### Placement by cell class

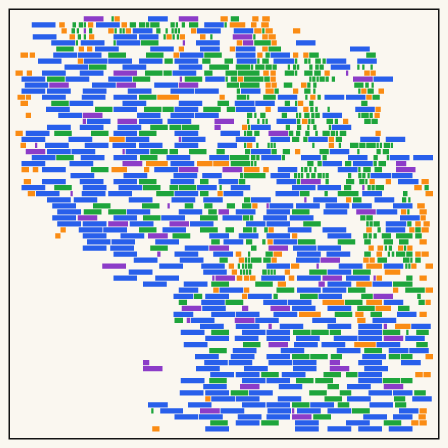
### Placement view

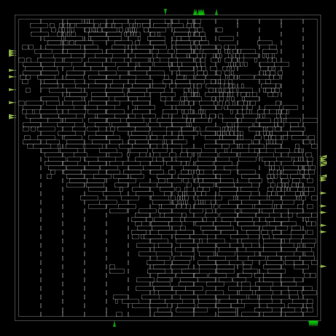
## config.mk

```make
export PLATFORM = sky130hd
export DESIGN_NAME = uart_fifo_core_flat
export DESIGN_NICKNAME = d
export VERILOG_FILES = /design/src/rtl/uart_pkg.sv /design/src/rtl/uart_fifo_core_if.sv /design/src/rtl/uart_sync_fifo.sv /design/src/rtl/uart_fifo_core.sv /design/src/flat_wrapper.sv
export SDC_FILE = /design/constraint.sdc
export NUM_CORES = 1
export LEC_CHECK = 0
export CAP_MARGIN = 20
export CORE_MARGIN = 2
export CORE_UTILIZATION = 40
export DETAILED_ROUTE_END_ITERATION = 16
export SETUP_SLACK_MARGIN = 0.5
export SLEW_MARGIN = 5
export SYNTH_ARGS = -nofsm -noshare
export SYNTH_HDL_FRONTEND = slang
export SYNTH_SLANG_ARGS = --single-unit
```

## constraint.sdc

```tcl
create_clock -name clk_clk -period 3.1 [get_ports clk_clk]
set_input_delay 0.62 -clock clk_clk [delete_from_list [all_inputs] [get_ports clk_clk]]
set_output_delay 0.62 -clock clk_clk [all_outputs]
set_load 0.02 [all_outputs]
```

## src/rtl/uart_pkg.sv

```systemverilog
// Shared constants, FSM state codes and parity helper for the UART FIFO core.
package uart_pkg;

    localparam int OVERSAMPLE   = 16;
    localparam int SAMPLE_POINT = 8;

    localparam logic [1:0] PAR_NONE = 2'd0;
    localparam logic [1:0] PAR_EVEN = 2'd1;
    localparam logic [1:0] PAR_ODD  = 2'd2;

    typedef logic [2:0] tx_state_t;
    localparam tx_state_t TX_IDLE   = 3'd0;
    localparam tx_state_t TX_START  = 3'd1;
    localparam tx_state_t TX_DATA   = 3'd2;
    localparam tx_state_t TX_PARITY = 3'd3;
    localparam tx_state_t TX_STOP   = 3'd4;

    typedef logic [2:0] rx_state_t;
    localparam rx_state_t RX_IDLE   = 3'd0;
    localparam rx_state_t RX_START  = 3'd1;
    localparam rx_state_t RX_DATA   = 3'd2;
    localparam rx_state_t RX_PARITY = 3'd3;
    localparam rx_state_t RX_STOP   = 3'd4;

    // Narrow words are zero-extended by the caller; zeros do not change parity.
    function automatic logic f_par_bit(input logic [7:0] d, input logic [1:0] mode);
        case (mode)
            PAR_EVEN: return ^d;
            PAR_ODD:  return ~(^d);
            default:  return 1'b0;
        endcase
    endfunction

endpackage

```

## src/rtl/uart_fifo_core_if.sv

```systemverilog
// Processor-side streams, FIFO levels and error flags of the UART FIFO core.
interface uart_fifo_core_if #(
    parameter int DATA_BITS = 8,
    parameter int TX_DEPTH  = 16,
    parameter int RX_DEPTH  = 16
);
    logic [DATA_BITS-1:0]      tx_data;
    logic                      tx_valid;
    logic                      tx_ready;
    logic [DATA_BITS-1:0]      rx_data;
    logic                      rx_valid;
    logic                      rx_ready;
    logic [$clog2(TX_DEPTH):0] tx_level;
    logic [$clog2(RX_DEPTH):0] rx_level;
    logic                      err_clr;
    logic                      rx_overrun;
    logic                      rx_parity_err;
    logic                      rx_frame_err;

    modport master (
        output tx_data, tx_valid, rx_ready, err_clr,
        input  tx_ready, rx_data, rx_valid, tx_level, rx_level,
               rx_overrun, rx_parity_err, rx_frame_err
    );

    modport slave (
        input  tx_data, tx_valid, rx_ready, err_clr,
        output tx_ready, rx_data, rx_valid, tx_level, rx_level,
               rx_overrun, rx_parity_err, rx_frame_err
    );
endinterface

```

## src/rtl/uart_sync_fifo.sv

```systemverilog
// Synchronous FIFO with a registered first-word-fall-through head.
module uart_sync_fifo #(
    parameter int WIDTH = 8,
    parameter int DEPTH = 16
) (
    input  logic                   clk,
    input  logic                   rst_n,
    input  logic                   i_push,
    input  logic [WIDTH-1:0]       i_data,
    output logic                   o_ready,
    input  logic                   i_pop,
    output logic [WIDTH-1:0]       o_data,
    output logic                   o_valid,
    output logic [$clog2(DEPTH):0] o_level
);
    localparam int           AW     = $clog2(DEPTH);
    localparam logic [AW:0]  L_FULL = (AW+1)'(DEPTH);

    logic [WIDTH-1:0] r_mem [DEPTH];
    logic [AW-1:0]    r_wptr, r_rptr;
    logic [AW:0]      r_level;
    logic [WIDTH-1:0] r_head;
    logic             w_wr, w_rd;
    logic [AW-1:0]    w_rptr_nxt;
    logic [AW:0]      w_level_rem, w_level_nxt;

    assign o_valid     = (r_level != '0);
    assign o_ready     = (r_level != L_FULL);
    assign o_level     = r_level;
    assign o_data      = r_head;
    assign w_rd        = i_pop && o_valid;
    assign w_wr        = i_push && (o_ready || w_rd);
    assign w_rptr_nxt  = r_rptr + AW'(w_rd);
    assign w_level_rem = r_level - (AW+1)'(w_rd);
    assign w_level_nxt = w_level_rem + (AW+1)'(w_wr);

    always_ff @(posedge clk) begin
        if (w_wr) r_mem[r_wptr] <= i_data;
    end

    // The head is preloaded so it is valid the same cycle o_valid rises.
    always_ff @(posedge clk or negedge rst_n) begin
        if (!rst_n) begin
            r_wptr  <= '0;
            r_rptr  <= '0;
            r_level <= '0;
            r_head  <= '0;
        end else begin
            r_wptr  <= r_wptr + AW'(w_wr);
            r_rptr  <= w_rptr_nxt;
            r_level <= w_level_nxt;
            if (w_level_nxt != '0)
                r_head <= (w_level_rem == '0) ? i_data : r_mem[w_rptr_nxt];
        end
    end
endmodule

```

## src/rtl/uart_fifo_core.sv

```systemverilog
// UART core with TX/RX FIFOs, configurable frame and 16x oversampled receiver.
// Optional RTS/CTS flow control is enabled by defining UART_RTS_CTS_EN.
module uart_fifo_core import uart_pkg::*; #(
    parameter int DATA_BITS = 8,
    parameter int PARITY    = 0,
    parameter int STOP_BITS = 1,
    parameter int BAUD_DIV  = 27,
    parameter int TX_DEPTH  = 16,
    parameter int RX_DEPTH  = 16
) (
    input  logic            clk_clk,
    input  logic            reset_reset_n,
    uart_fifo_core_if.slave bus,
    input  logic            uart_external_connection_rxd,
    output logic            uart_external_connection_txd
`ifdef UART_RTS_CTS_EN
    ,
    input  logic            cts_n,
    output logic            rts_n
`endif
);
    localparam logic [1:0] PAR_MODE = 2'(PARITY);
    localparam int         BW       = (BAUD_DIV > 1) ? $clog2(BAUD_DIV) : 1;

    logic [1:0]           r_rst_sync;
    logic                 w_rst_n;
    logic [BW-1:0]        r_baud;
    logic                 w_tick, w_cts_ok;
    logic                 w_txf_pop, w_txf_valid, w_tx_go, w_tx_end, w_load;
    logic [DATA_BITS-1:0] w_txf_data;
    tx_state_t            r_tx_state, w_tx_state_nxt;
    logic [3:0]           r_tx_os, w_tx_os_nxt, r_tx_bit, w_tx_bit_nxt;
    logic [DATA_BITS-1:0] r_tx_shift, w_tx_shift_nxt;
    logic                 r_tx_par, w_tx_par_nxt, r_txd, w_txd_nxt;
    rx_state_t            r_rx_state;
    logic [1:0]           r_rx_sync;
    logic                 r_rx_prev, w_rxd, w_rx_fall, w_rx_samp, w_rx_push;
    logic [3:0]           r_rx_os, r_rx_bit;
    logic [DATA_BITS-1:0] r_rx_shift;
    logic                 r_rx_par, w_rxf_ready, w_par_bad;
    logic                 r_ovr, r_perr, r_ferr;

    // Reset asserts asynchronously and releases on a clock edge.
    always_ff @(posedge clk_clk or negedge reset_reset_n) begin
        if (!reset_reset_n) r_rst_sync <= 2'b00;
        else                r_rst_sync <= {r_rst_sync[0], 1'b1};
    end
    assign w_rst_n = r_rst_sync[1];

    always_ff @(posedge clk_clk or negedge w_rst_n) begin
        if (!w_rst_n)    r_baud <= '0;
        else if (w_tick) r_baud <= '0;
        else             r_baud <= r_baud + BW'(1);
    end
    assign w_tick = (r_baud == BW'(BAUD_DIV-1));

`ifdef UART_RTS_CTS_EN
    logic [1:0] r_cts_sync;
    logic       r_rts_n;
    always_ff @(posedge clk_clk or negedge w_rst_n) begin
        if (!w_rst_n) begin
            r_cts_sync <= 2'b11;
            r_rts_n    <= 1'b1;
        end else begin
            r_cts_sync <= {r_cts_sync[0], cts_n};
            r_rts_n    <= (bus.rx_level >= ($clog2(RX_DEPTH)+1)'(RX_DEPTH-2));
        end
    end
    assign w_cts_ok = !r_cts_sync[1];
    assign rts_n    = r_rts_n;
`else
    assign w_cts_ok = 1'b1;
`endif

    uart_sync_fifo #(.WIDTH(DATA_BITS), .DEPTH(TX_DEPTH)) u_tx_fifo (
        .clk(clk_clk), .rst_n(w_rst_n),
        .i_push(bus.tx_valid && bus.tx_ready), .i_data(bus.tx_data), .o_ready(bus.tx_ready),
        .i_pop(w_txf_pop), .o_data(w_txf_data), .o_valid(w_txf_valid), .o_level(bus.tx_level)
    );

    assign w_tx_go  = w_tick && w_txf_valid && w_cts_ok;
    assign w_tx_end = w_tick && (r_tx_os == 4'(OVERSAMPLE-1));

    always_comb begin
        w_tx_state_nxt = r_tx_state;
        w_tx_os_nxt    = (r_tx_state != TX_IDLE && w_tick) ? r_tx_os + 4'd1 : r_tx_os;
        w_tx_bit_nxt   = r_tx_bit;
        w_tx_shift_nxt = r_tx_shift;
        w_tx_par_nxt   = r_tx_par;
        w_txf_pop      = 1'b0;
        w_load         = 1'b0;
        case (r_tx_state)
            TX_IDLE:  w_load = w_tx_go;
            TX_START: if (w_tx_end) begin
                w_tx_state_nxt = TX_DATA;
                w_tx_bit_nxt   = '0;
            end
            TX_DATA: if (w_tx_end) begin
                w_tx_shift_nxt = r_tx_shift >> 1;
                if (r_tx_bit == 4'(DATA_BITS-1)) begin
                    w_tx_state_nxt = (PAR_MODE != PAR_NONE) ? TX_PARITY : TX_STOP;
                    w_tx_bit_nxt   = '0;
                end else begin
                    w_tx_bit_nxt   = r_tx_bit + 4'd1;
                end
            end
            TX_PARITY: if (w_tx_end) begin
                w_tx_state_nxt = TX_STOP;
                w_tx_bit_nxt   = '0;
            end
            TX_STOP: if (w_tx_end) begin
                if (r_tx_bit == 4'(STOP_BITS-1)) begin
                    w_tx_state_nxt = TX_IDLE;
                    w_load         = w_tx_go;
                end else begin
                    w_tx_bit_nxt   = r_tx_bit + 4'd1;
                end
            end
            default: w_tx_state_nxt = TX_IDLE;
        endcase
        // Loading from STOP gives back-to-back frames without an idle gap.
        if (w_load) begin
            w_txf_pop      = 1'b1;
            w_tx_state_nxt = TX_START;
            w_tx_os_nxt    = '0;
            w_tx_shift_nxt = w_txf_data;
            w_tx_par_nxt   = f_par_bit(8'(w_txf_data), PAR_MODE);
        end
        case (w_tx_state_nxt)
            TX_START:  w_txd_nxt = 1'b0;
            TX_DATA:   w_txd_nxt = w_tx_shift_nxt[0];
            TX_PARITY: w_txd_nxt = w_tx_par_nxt;
            default:   w_txd_nxt = 1'b1;
        endcase
    end

    always_ff @(posedge clk_clk or negedge w_rst_n) begin
        if (!w_rst_n) begin
            r_tx_state <= TX_IDLE;
            r_tx_os    <= '0;
            r_tx_bit   <= '0;
            r_tx_shift <= '0;
            r_tx_par   <= 1'b0;
            r_txd      <= 1'b1;
        end else begin
            r_tx_state <= w_tx_state_nxt;
            r_tx_os    <= w_tx_os_nxt;
            r_tx_bit   <= w_tx_bit_nxt;
            r_tx_shift <= w_tx_shift_nxt;
            r_tx_par   <= w_tx_par_nxt;
            r_txd      <= w_txd_nxt;
        end
    end
    assign uart_external_connection_txd = r_txd;

    assign w_rxd     = r_rx_sync[1];
    assign w_rx_fall = r_rx_prev && !w_rxd;
    // The eighth tick after a bit edge lands in the middle of the bit.
    assign w_rx_samp = w_tick && (r_rx_os == 4'(SAMPLE_POINT-1));
    assign w_rx_push = (r_rx_state == RX_STOP) && w_rx_samp;
    assign w_par_bad = (PAR_MODE != PAR_NONE) && (r_rx_par != f_par_bit(8'(r_rx_shift), PAR_MODE));

    always_ff @(posedge clk_clk or negedge w_rst_n) begin
        if (!w_rst_n) begin
            r_rx_sync  <= 2'b11;
            r_rx_prev  <= 1'b1;
            r_rx_state <= RX_IDLE;
            r_rx_os    <= '0;
            r_rx_bit   <= '0;
            r_rx_shift <= '0;
            r_rx_par   <= 1'b0;
        end else begin
            r_rx_sync <= {r_rx_sync[0], uart_external_connection_rxd};
            r_rx_prev <= w_rxd;
            if (r_rx_state != RX_IDLE && w_tick) r_rx_os <= r_rx_os + 4'd1;
            case (r_rx_state)
                RX_IDLE: if (w_rx_fall) begin
                    r_rx_state <= RX_START;
                    r_rx_os    <= '0;
                end
                RX_START: if (w_rx_samp) begin
                    r_rx_state <= w_rxd ? RX_IDLE : RX_DATA;
                    r_rx_bit   <= '0;
                end
                RX_DATA: if (w_rx_samp) begin
                    r_rx_shift <= {w_rxd, r_rx_shift[DATA_BITS-1:1]};
                    if (r_rx_bit == 4'(DATA_BITS-1))
                        r_rx_state <= (PAR_MODE != PAR_NONE) ? RX_PARITY : RX_STOP;
                    else
                        r_rx_bit   <= r_rx_bit + 4'd1;
                end
                RX_PARITY: if (w_rx_samp) begin
                    r_rx_par   <= w_rxd;
                    r_rx_state <= RX_STOP;
                end
                RX_STOP: if (w_rx_samp) r_rx_state <= RX_IDLE;
                default: r_rx_state <= RX_IDLE;
            endcase
        end
    end

    uart_sync_fifo #(.WIDTH(DATA_BITS), .DEPTH(RX_DEPTH)) u_rx_fifo (
        .clk(clk_clk), .rst_n(w_rst_n),
        .i_push(w_rx_push), .i_data(r_rx_shift), .o_ready(w_rxf_ready),
        .i_pop(bus.rx_ready), .o_data(bus.rx_data), .o_valid(bus.rx_valid), .o_level(bus.rx_level)
    );

    // A new error event wins over a same-cycle clear.
    always_ff @(posedge clk_clk or negedge w_rst_n) begin
        if (!w_rst_n) begin
            r_ovr  <= 1'b0;
            r_perr <= 1'b0;
            r_ferr <= 1'b0;
        end else begin
            r_ovr  <= (r_ovr  && !bus.err_clr) ||
                      (w_rx_push && !w_rxf_ready && !(bus.rx_ready && bus.rx_valid));
            r_perr <= (r_perr && !bus.err_clr) || (w_rx_push && w_par_bad);
            r_ferr <= (r_ferr && !bus.err_clr) || (w_rx_push && !w_rxd);
        end
    end
    assign bus.rx_overrun    = r_ovr;
    assign bus.rx_parity_err = r_perr;
    assign bus.rx_frame_err  = r_ferr;
endmodule
```

## src/flat_wrapper.sv

```systemverilog
// flat-port wrapper written by rule: the top's interface ports become plain ports
module uart_fifo_core_flat import uart_pkg::*;
#(
    parameter int DATA_BITS = 8,
    parameter int PARITY    = 0,
    parameter int STOP_BITS = 1,
    parameter int BAUD_DIV  = 27,
    parameter int TX_DEPTH  = 16,
    parameter int RX_DEPTH  = 16
)
  (clk_clk, reset_reset_n, uart_external_connection_rxd, uart_external_connection_txd, bus_tx_data, bus_tx_valid, bus_rx_ready, bus_err_clr, bus_tx_ready, bus_rx_data, bus_rx_valid, bus_tx_level, bus_rx_level, bus_rx_overrun, bus_rx_parity_err, bus_rx_frame_err);
  uart_fifo_core_if #(.DATA_BITS(DATA_BITS), .TX_DEPTH(TX_DEPTH), .RX_DEPTH(RX_DEPTH)) bus_i ();
  input  logic clk_clk;
  input  logic reset_reset_n;
  input  logic uart_external_connection_rxd;
  output logic uart_external_connection_txd;
  input wire logic [$bits(bus_i.tx_data)-1:0] bus_tx_data;
  input wire logic [$bits(bus_i.tx_valid)-1:0] bus_tx_valid;
  input wire logic [$bits(bus_i.rx_ready)-1:0] bus_rx_ready;
  input wire logic [$bits(bus_i.err_clr)-1:0] bus_err_clr;
  output wire logic [$bits(bus_i.tx_ready)-1:0] bus_tx_ready;
  output wire logic [$bits(bus_i.rx_data)-1:0] bus_rx_data;
  output wire logic [$bits(bus_i.rx_valid)-1:0] bus_rx_valid;
  output wire logic [$bits(bus_i.tx_level)-1:0] bus_tx_level;
  output wire logic [$bits(bus_i.rx_level)-1:0] bus_rx_level;
  output wire logic [$bits(bus_i.rx_overrun)-1:0] bus_rx_overrun;
  output wire logic [$bits(bus_i.rx_parity_err)-1:0] bus_rx_parity_err;
  output wire logic [$bits(bus_i.rx_frame_err)-1:0] bus_rx_frame_err;
  assign bus_i.tx_data = bus_tx_data;
  assign bus_i.tx_valid = bus_tx_valid;
  assign bus_i.rx_ready = bus_rx_ready;
  assign bus_i.err_clr = bus_err_clr;
  assign bus_tx_ready = bus_i.tx_ready;
  assign bus_rx_data = bus_i.rx_data;
  assign bus_rx_valid = bus_i.rx_valid;
  assign bus_tx_level = bus_i.tx_level;
  assign bus_rx_level = bus_i.rx_level;
  assign bus_rx_overrun = bus_i.rx_overrun;
  assign bus_rx_parity_err = bus_i.rx_parity_err;
  assign bus_rx_frame_err = bus_i.rx_frame_err;
  uart_fifo_core #(.DATA_BITS(DATA_BITS), .PARITY(PARITY), .STOP_BITS(STOP_BITS), .BAUD_DIV(BAUD_DIV), .TX_DEPTH(TX_DEPTH), .RX_DEPTH(RX_DEPTH)) u_core (.clk_clk(clk_clk), .reset_reset_n(reset_reset_n), .bus(bus_i), .uart_external_connection_rxd(uart_external_connection_rxd), .uart_external_connection_txd(uart_external_connection_txd));
endmodule
```

==> deck_impl_summary.md <==
Synthesis and Place & Route Summary

Timing
  • Fmax achieved: 0.2945 GHz
  • Setup slack of the critical path after layout: -295.5 ps
  • Final critical path time including I/O delays and setup: 3396 ps
  • Share of the clock period used by the worst path: 1.095
  • Final number of hold-violating endpoints: 0
  • # setup viols final: 16
  • Final Max Slew Viols: 0

Global routing
  • Largest net degree at the start of global routing: 44
  • Met1 Usage GRT: 0.2135
  • M3 GR Usage: 0.02715
  • Most congested layer reported by global routing: met2

Placement
  • Global placement routability congestion: 0.7366
  • Worst-case setup slack after placement: -473.4 ps
  • Half-perimeter wire length after detailed placement: 18.49 mm

Drt
  • DRC: 0
  • Sum of met2 wire segment lengths after detailed routing: 13.76 mm
  • Remaining antenna violation count: 0
  • Met3 WL: 1.177 mm
  • Wire length on met1: 12.35 mm

Logic synthesis
  • Sequential cell area fraction in the yosys report: 0.7045
  • Number of nets produced by synthesis: 823
  • Compound-gate portion of the synthesized area: 0.01943
  • Post-Synth Simple-Gate Area: 0.06128
  • Most frequent cell after synthesis: sky130_fd_sc_hd__edfxtp_1
  • Post-synth mux share: 0.1634

Clock tree
  • Clock-pin slew on the worst setup and hold paths: 60 ps
  • Gates resized, CTS repair: 52
  • Clock sink count: 351
  • Post-CTS setup-driven buffer insertion count: 6

Flow run
  • Count of warning messages emitted by the tools: 31

Worst setup path
  • Critical R2R Capture: u_core.u_tx_fifo.o_data[4]
  • Start point of the critical path: u_core.r_tx_bit[0]
  • Critical path cell sequence: inv_1, ha_1, or3b_4, o21ai_2, and4_4, buf_6, ha_4, ha_4, inv_2, ha_2, or4_4, nor2_4, buf_12, mux2_2
  • Total stage count of the critical path: 14
  • WS Path Type: reg2reg
  • Critical Path End: u_core.u_tx_fifo.o_data[4]

Outcome
  • Result of the run: finished, violations left
  • Violated checks: setup timing

Power
  • Sequential power: 5.68 mW
  • Static leakage: 6.866 nW
  • Sw Share: 0.2622
  • Proportion of power drawn by combinational gates: 0.239

Hold path
  • Class of the worst hold path: in2async

Floorplan
  • Io pins: 38
  • Overall die height: 193.0 microns
  • Floorplan Utilization: 0.4038
Notes on 'Placement by cell class' above:
Key: clock drivers and dummy loads = purple [cells 70]; all other logic = green [cells 412]; flip-flops = blue [cells 351]; other buffers and delay cells = orange [cells 165]
core utilization of the finished layout: 0.5043
fin area: 17850 sq um
sequential cell area share: 0.5644
number of core rows: 69
Floorplan Core Area: 35400 sq um

Notes on 'Placement view' above:
non-filler cells, final: 1459
total of fill cells in the finished design: 2901
sequential cell count: 351
num tapcells: 461

through the flow:
step	instances	cell area (sq um)	power (mW)	setup TNS, ps	util
finish	1459	17850	13.19	-3013	0.5043
CTS	1456	17780	13.35	-3240	0.5022
floorplan	786	14470	7.455	-4571	-
global placement	1375	16170	8.474	-6148	0.4567
global route	1459	17850	13.81	-4874	0.5043
detailed placement	1375	16170	8.518	-6581	0.4567
layout make-up:
| type | count | area (sq um) | area share |
|---|---|---|---|
| clock inverter | 16 | 138.9 | 0.007780 |
| inverter | 20 | 75.07 | 0.004205 |
| clock buffer | 54 | 1072 | 0.06006 |
| sequential | 351 | 10080 | 0.5644 |
| multi-input combinational | 392 | 4312 | 0.2415 |
| tap | 461 | 576.8 | 0.03231 |
| timing repair buffer | 165 | 1602 | 0.08971 |
Power figures rest on the tool's default switching activity, not on a simulated workload.
